File: config.mk
export PLATFORM = sky130hd
export DESIGN_NAME = button_event_classifier
export DESIGN_NICKNAME = d
export VERILOG_FILES = /design/src/rtl/btn_evt_pkg.sv /design/src/rtl/btn_edge_detect.sv /design/src/rtl/button_event_classifier.sv
export SDC_FILE = /design/constraint.sdc
export NUM_CORES = 1
export LEC_CHECK = 0
export CAP_MARGIN = 40
export CORE_MARGIN = 2
export CORE_UTILIZATION = 42
export DETAILED_ROUTE_END_ITERATION = 7
export SETUP_SLACK_MARGIN = 0.15
export SYNTH_ARGS = -nofsm -noshare
export SYNTH_HDL_FRONTEND = slang
export SYNTH_HIERARCHICAL = 1
export SYNTH_SLANG_ARGS = --single-unit
export TNS_END_PERCENT = 1
File: constraint.sdc
create_clock -name clk -period 6.29 [get_ports clk]
set_input_delay 0.9435 -clock clk [delete_from_list [all_inputs] [get_ports clk]]
set_output_delay 0.9435 -clock clk [all_outputs]
set_load 0.005 [all_outputs]
File: src/rtl/btn_evt_pkg.sv
// Shared types and helpers for the button event classifier.
// Holds the FSM state encoding and the ms-to-cycles conversion used for timing windows.
package btn_evt_pkg;

    typedef enum logic [2:0] {
        ST_IDLE        = 3'd0,
        ST_PRESS1      = 3'd1,
        ST_WAIT_SECOND = 3'd2,
        ST_PRESS2      = 3'd3,
        ST_LONG_HELD   = 3'd4
    } state_t;

    // Clamped to 1 so a tiny clock or window never yields a zero-length timer.
    function automatic int ms_to_cycles(input int freq, input int ms);
        int cyc;
        cyc = (freq / 1000) * ms;
        if (cyc < 1) begin
            cyc = 1;
        end
        return cyc;
    endfunction

endpackage

File: src/rtl/btn_edge_detect.sv
// Rising-edge detector on the debounced button level.
// btn_prev resets high so a button already held at reset does not count as a press.
module btn_edge_detect (
    input  logic clk,
    input  logic reset,
    input  logic btn,
    output logic rise
);

    logic btn_prev_q;
    logic btn_prev_d;

    always_comb begin
        btn_prev_d = btn;
    end

    always_ff @(posedge clk) begin
        if (reset) begin
            btn_prev_q <= 1'b1;
        end else begin
            btn_prev_q <= btn_prev_d;
        end
    end

    assign rise = btn & ~btn_prev_q;

endmodule

File: src/rtl/button_event_classifier.sv
// Classifies a debounced button into short press, long press and double click events.
//
// state          | meaning
// ST_IDLE        | waiting for a fresh press edge
// ST_PRESS1      | first press held, counting towards the long-press threshold
// ST_WAIT_SECOND | first press released, counting the double-click window
// ST_PRESS2      | second press of a double click, waiting for release
// ST_LONG_HELD   | long press reported, btn_held high until release
module button_event_classifier
    import btn_evt_pkg::*;
#(
    parameter int CLK_FREQ  = 100_000_000,
    parameter int LONG_MS   = 1000,
    parameter int DCLICK_MS = 300
) (
    input  logic clk,
    input  logic reset,
    input  logic btn_debounce,
    output logic short_press,
    output logic long_press,
    output logic double_click,
    output logic btn_held
);

    localparam int LONG_CYC   = ms_to_cycles(CLK_FREQ, LONG_MS);
    localparam int DCLICK_CYC = ms_to_cycles(CLK_FREQ, DCLICK_MS);
    localparam int MAX_CYC    = (LONG_CYC > DCLICK_CYC) ? LONG_CYC : DCLICK_CYC;
    localparam int CNT_W      = $clog2(MAX_CYC + 1);

    localparam logic [CNT_W-1:0] LONG_LAST   = CNT_W'(LONG_CYC - 1);
    localparam logic [CNT_W-1:0] DCLICK_LAST = CNT_W'(DCLICK_CYC - 1);
    localparam logic [CNT_W-1:0] CNT_ONE     = CNT_W'(1);

    state_t           state_q, state_d;
    logic [CNT_W-1:0] cnt_q, cnt_d;
    logic             short_press_q, short_press_d;
    logic             long_press_q, long_press_d;
    logic             double_click_q, double_click_d;
    logic             btn_held_q, btn_held_d;
    logic             rise;

    btn_edge_detect u_edge (
        .clk   (clk),
        .reset (reset),
        .btn   (btn_debounce),
        .rise  (rise)
    );

    always_comb begin
        state_d        = state_q;
        cnt_d          = cnt_q;
        short_press_d  = 1'b0;
        long_press_d   = 1'b0;
        double_click_d = 1'b0;

        case (state_q)
            ST_IDLE: begin
                if (rise) begin
                    state_d = ST_PRESS1;
                    cnt_d   = '0;
                end
            end
            ST_PRESS1: begin
                if (btn_debounce) begin
                    if (cnt_q == LONG_LAST) begin
                        long_press_d = 1'b1;
                        state_d      = ST_LONG_HELD;
                        cnt_d        = '0;
                    end else begin
                        cnt_d = cnt_q + CNT_ONE;
                    end
                end else begin
                    state_d = ST_WAIT_SECOND;
                    cnt_d   = '0;
                end
            end
            ST_WAIT_SECOND: begin
                // A second press wins over a timeout landing on the same edge.
                if (btn_debounce) begin
                    double_click_d = 1'b1;
                    state_d        = ST_PRESS2;
                    cnt_d          = '0;
                end else if (cnt_q == DCLICK_LAST) begin
                    short_press_d = 1'b1;
                    state_d       = ST_IDLE;
                    cnt_d         = '0;
                end else begin
                    cnt_d = cnt_q + CNT_ONE;
                end
            end
            ST_PRESS2: begin
                if (!btn_debounce) begin
                    state_d = ST_IDLE;
                end
            end
            ST_LONG_HELD: begin
                if (!btn_debounce) begin
                    state_d = ST_IDLE;
                end
            end
            default: begin
                state_d = ST_IDLE;
                cnt_d   = '0;
            end
        endcase

        btn_held_d = (state_d == ST_LONG_HELD);
    end

    always_ff @(posedge clk) begin
        if (reset) begin
            state_q        <= ST_IDLE;
            cnt_q          <= '0;
            short_press_q  <= 1'b0;
            long_press_q   <= 1'b0;
            double_click_q <= 1'b0;
            btn_held_q     <= 1'b0;
        end else begin
            state_q        <= state_d;
            cnt_q          <= cnt_d;
            short_press_q  <= short_press_d;
            long_press_q   <= long_press_d;
            double_click_q <= double_click_d;
            btn_held_q     <= btn_held_d;
        end
    end

    assign short_press  = short_press_q;
    assign long_press   = long_press_q;
    assign double_click = double_click_q;
    assign btn_held     = btn_held_q;

endmodule

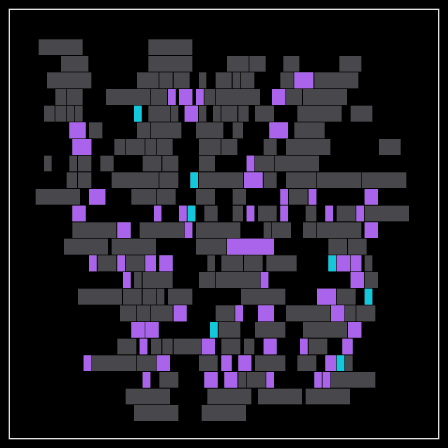
**Above:** selected gate families.
Key: cyan = inverters [cells 7, most used inv_1]; purple = NOR gates [cells 59, most used nor2_1]
logic share of the area: 51.4%
final instance count without filler cells: 264
most frequent logic cell in the layout: sky130_fd_sc_hd__dfxtp_1

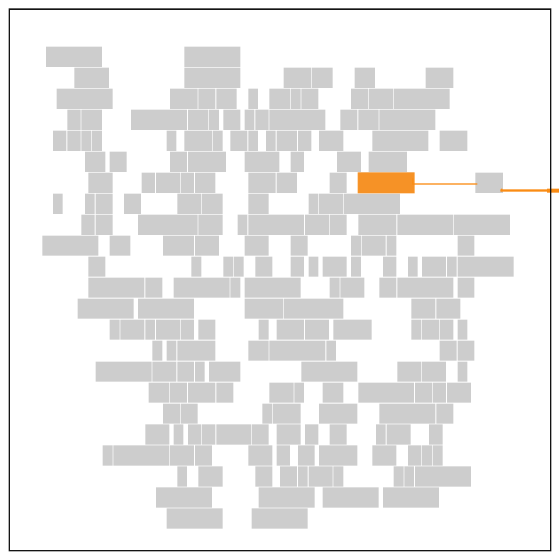
**Above:** port wiring.
Key: orange = long_press [bits 1, direction output, edge right, end cells 1, buffers 1, wire 14.9 um]
Top-Level Pins: 7
Port Buffers: 6

==> Changelog: implementation <==
### Physical design

- Length of routed met2 wiring: 1630 um
- Worst-case reg-to-reg path depth: 7
- Headroom to the max-slew limit: 53.2%
- Compound Share, Synth: 10.9%
- Power share of the clock group: 42.5%
- Adder Area Share: 0.684%
- Xor/xnor share of the synthesized area: 10.5%
- Hold-critical path endpoint: cnt_q[1]$_SDFFE_PP0P_
- Most common cell in the synthesized netlist: sky130_fd_sc_hd__dfxtp_1
- Hpwl dp: 2680 um
- Initial Utilization: 44.8%
- Switching share of power: 22.3%
- Sequential element share of the synthesized area: 38.3%
- Flop2flop setup slack: 3760 ps
- Synthesized instance count: 208
- Routing layer with the top usage in global route: met2
- Yosys reg bits: 35
- Layout-stage area growth over the synthesis result: 9.37%
- Top area contributor share: 38.3%
- Largest area contributor in the synthesized netlist: sky130_fd_sc_hd__dfxtp_1
- Maximum level of the CTS H-tree: 2
- Met2 Usage GRT: 24.8%
- Worst endpoint data arrival time: 3080 ps
- VDD IR max: 97.7 uV
- Number of buffers created by CTS: 5
- Worst EP required: 6470 ps
- Number of sinks handled by clock tree synthesis: 35
- Main flop type: sky130_fd_sc_hd__dfxtp_1
- Postcts setup bufs: 0
- Clock Latency Late Sink: 290 ps
- Core area: 4090 um2
- Internal cell power: 0.329 mW
- Vias in the first global route: 1361
- Post-route clock period utilization: 46.1%
- Power density relative to cell area: 212 nW/um2
- CP Cell Sequence: clkdlybuf4s50_1 -> nor2b_1 -> and2b_1 -> o21ai_1 -> o31ai_4 -> buf_6 -> nor2_1
- Psw: 0.0943 mW
- Antenna violations before repair: 0
- Power in combinational cells: 0.0191 mW
- Number of nets at floorplan: 212
- Post-Syn Area: 1830 um2
- Fraction of layout instances using a drive strength above 1: 11.7%
- Via/cell ratio: 5.46
- Number of placement rows: 23
- Startpoint of the most critical register-to-register path: cnt_q[0]$_SDFFE_PP0P_
- CTS Root Cell: sky130_fd_sc_hd__clkbuf_8
- Top cells by area: sky130_fd_sc_hd__dfxtp_1 38%, sky130_fd_sc_hd__xnor2_1 11%, sky130_fd_sc_hd__nor2_1 4.9%, sky130_fd_sc_hd__nor4_1 4.1%, sky130_fd_sc_hd__nand2_1 3.3%
- Fin util: 49.0%
- Buf/Inv on CP: 2
- Clock group total power: 0.180 mW
- Starting DRC count in detailed routing: 59
- Hold path depth: 2
- Routability-driven placement congestion ratio: 0.763
- Group drawing the most power: sequential cells
- CP Capture Point: cnt_q[9]$_SDFFE_PP0P_
- Global-route met1 utilization: 21.5%
- Status: finished, final reports clean
- Multiplexer share of the synthesized area: 0%
- Seq group: 0.224 mW
- Vias after detailed routing: 1442
- Overall die area: 4900 um2
- Post-synth EDFFs: 0
- Largest stage delay on the critical path: 610 ps
- Dominant kind of combinational cell: simple AND/OR/NAND/NOR gates
- Floorplan die width: 70.0 um
- Global routing usage on met3: 4.04%
- Total Neg Setup Slack: 0 ps
- Commonest cells in the synthesized netlist: 35 x sky130_fd_sc_hd__dfxtp_1, 24 x sky130_fd_sc_hd__nor2_1, 22 x sky130_fd_sc_hd__xnor2_1, 16 x sky130_fd_sc_hd__nand2_1, 12 x sky130_fd_sc_hd__nor4_1
- Combinational gate area: 1030 um2
- TritonCTS clock tree: yes
- Mean area per synthesized cell: 8.79 um2
- Total global-route track usage: 16.1%
- Post-synth area from yosys stat: 1830 um2
- Placed Cells: 256
- Largest net degree at the start of global routing: 18
- Number of iterations in the first detailed-routing pass: 4
- Number of gates on the worst path with buffers counted: 7
- And+or+nand+nor area frac: 34.1%
- Diode insertion count for antenna repair: 0
- Global route overflow: 0
- Tightest Hold Check Type: reg -> reg
==> per-stage QoR <==
stage               power (mW)  hold slack (ps)  worst slack, ps  cell area (um2)
CTS                      0.428              488             3380             2000
detailed placement       0.249              477             3070             1900
global route             0.442              526             3210             2000
finish                   0.423              487             3390             2000
global placement         0.247              475             2980             1880
floorplan                0.245              442             4120             1830
==> cell type report <==
cell class,count,area share [%]
inverter,7,1.31
timing repair buffer,8,3.94
clock inverter,1,0.375
multi-input combinational,156,51.4
sequential,35,35.0
clock buffer,7,4.82
tap,50,3.13
==> sequential cells by signal, summed over array words and instances (netlist names) <==
register	flops
cnt_q	27
state_q	3
btn_held	1
double_click	1
long_press	1
short_press	1
u_edge/btn_prev_q	1
Power and IR drop assume default switching activity.
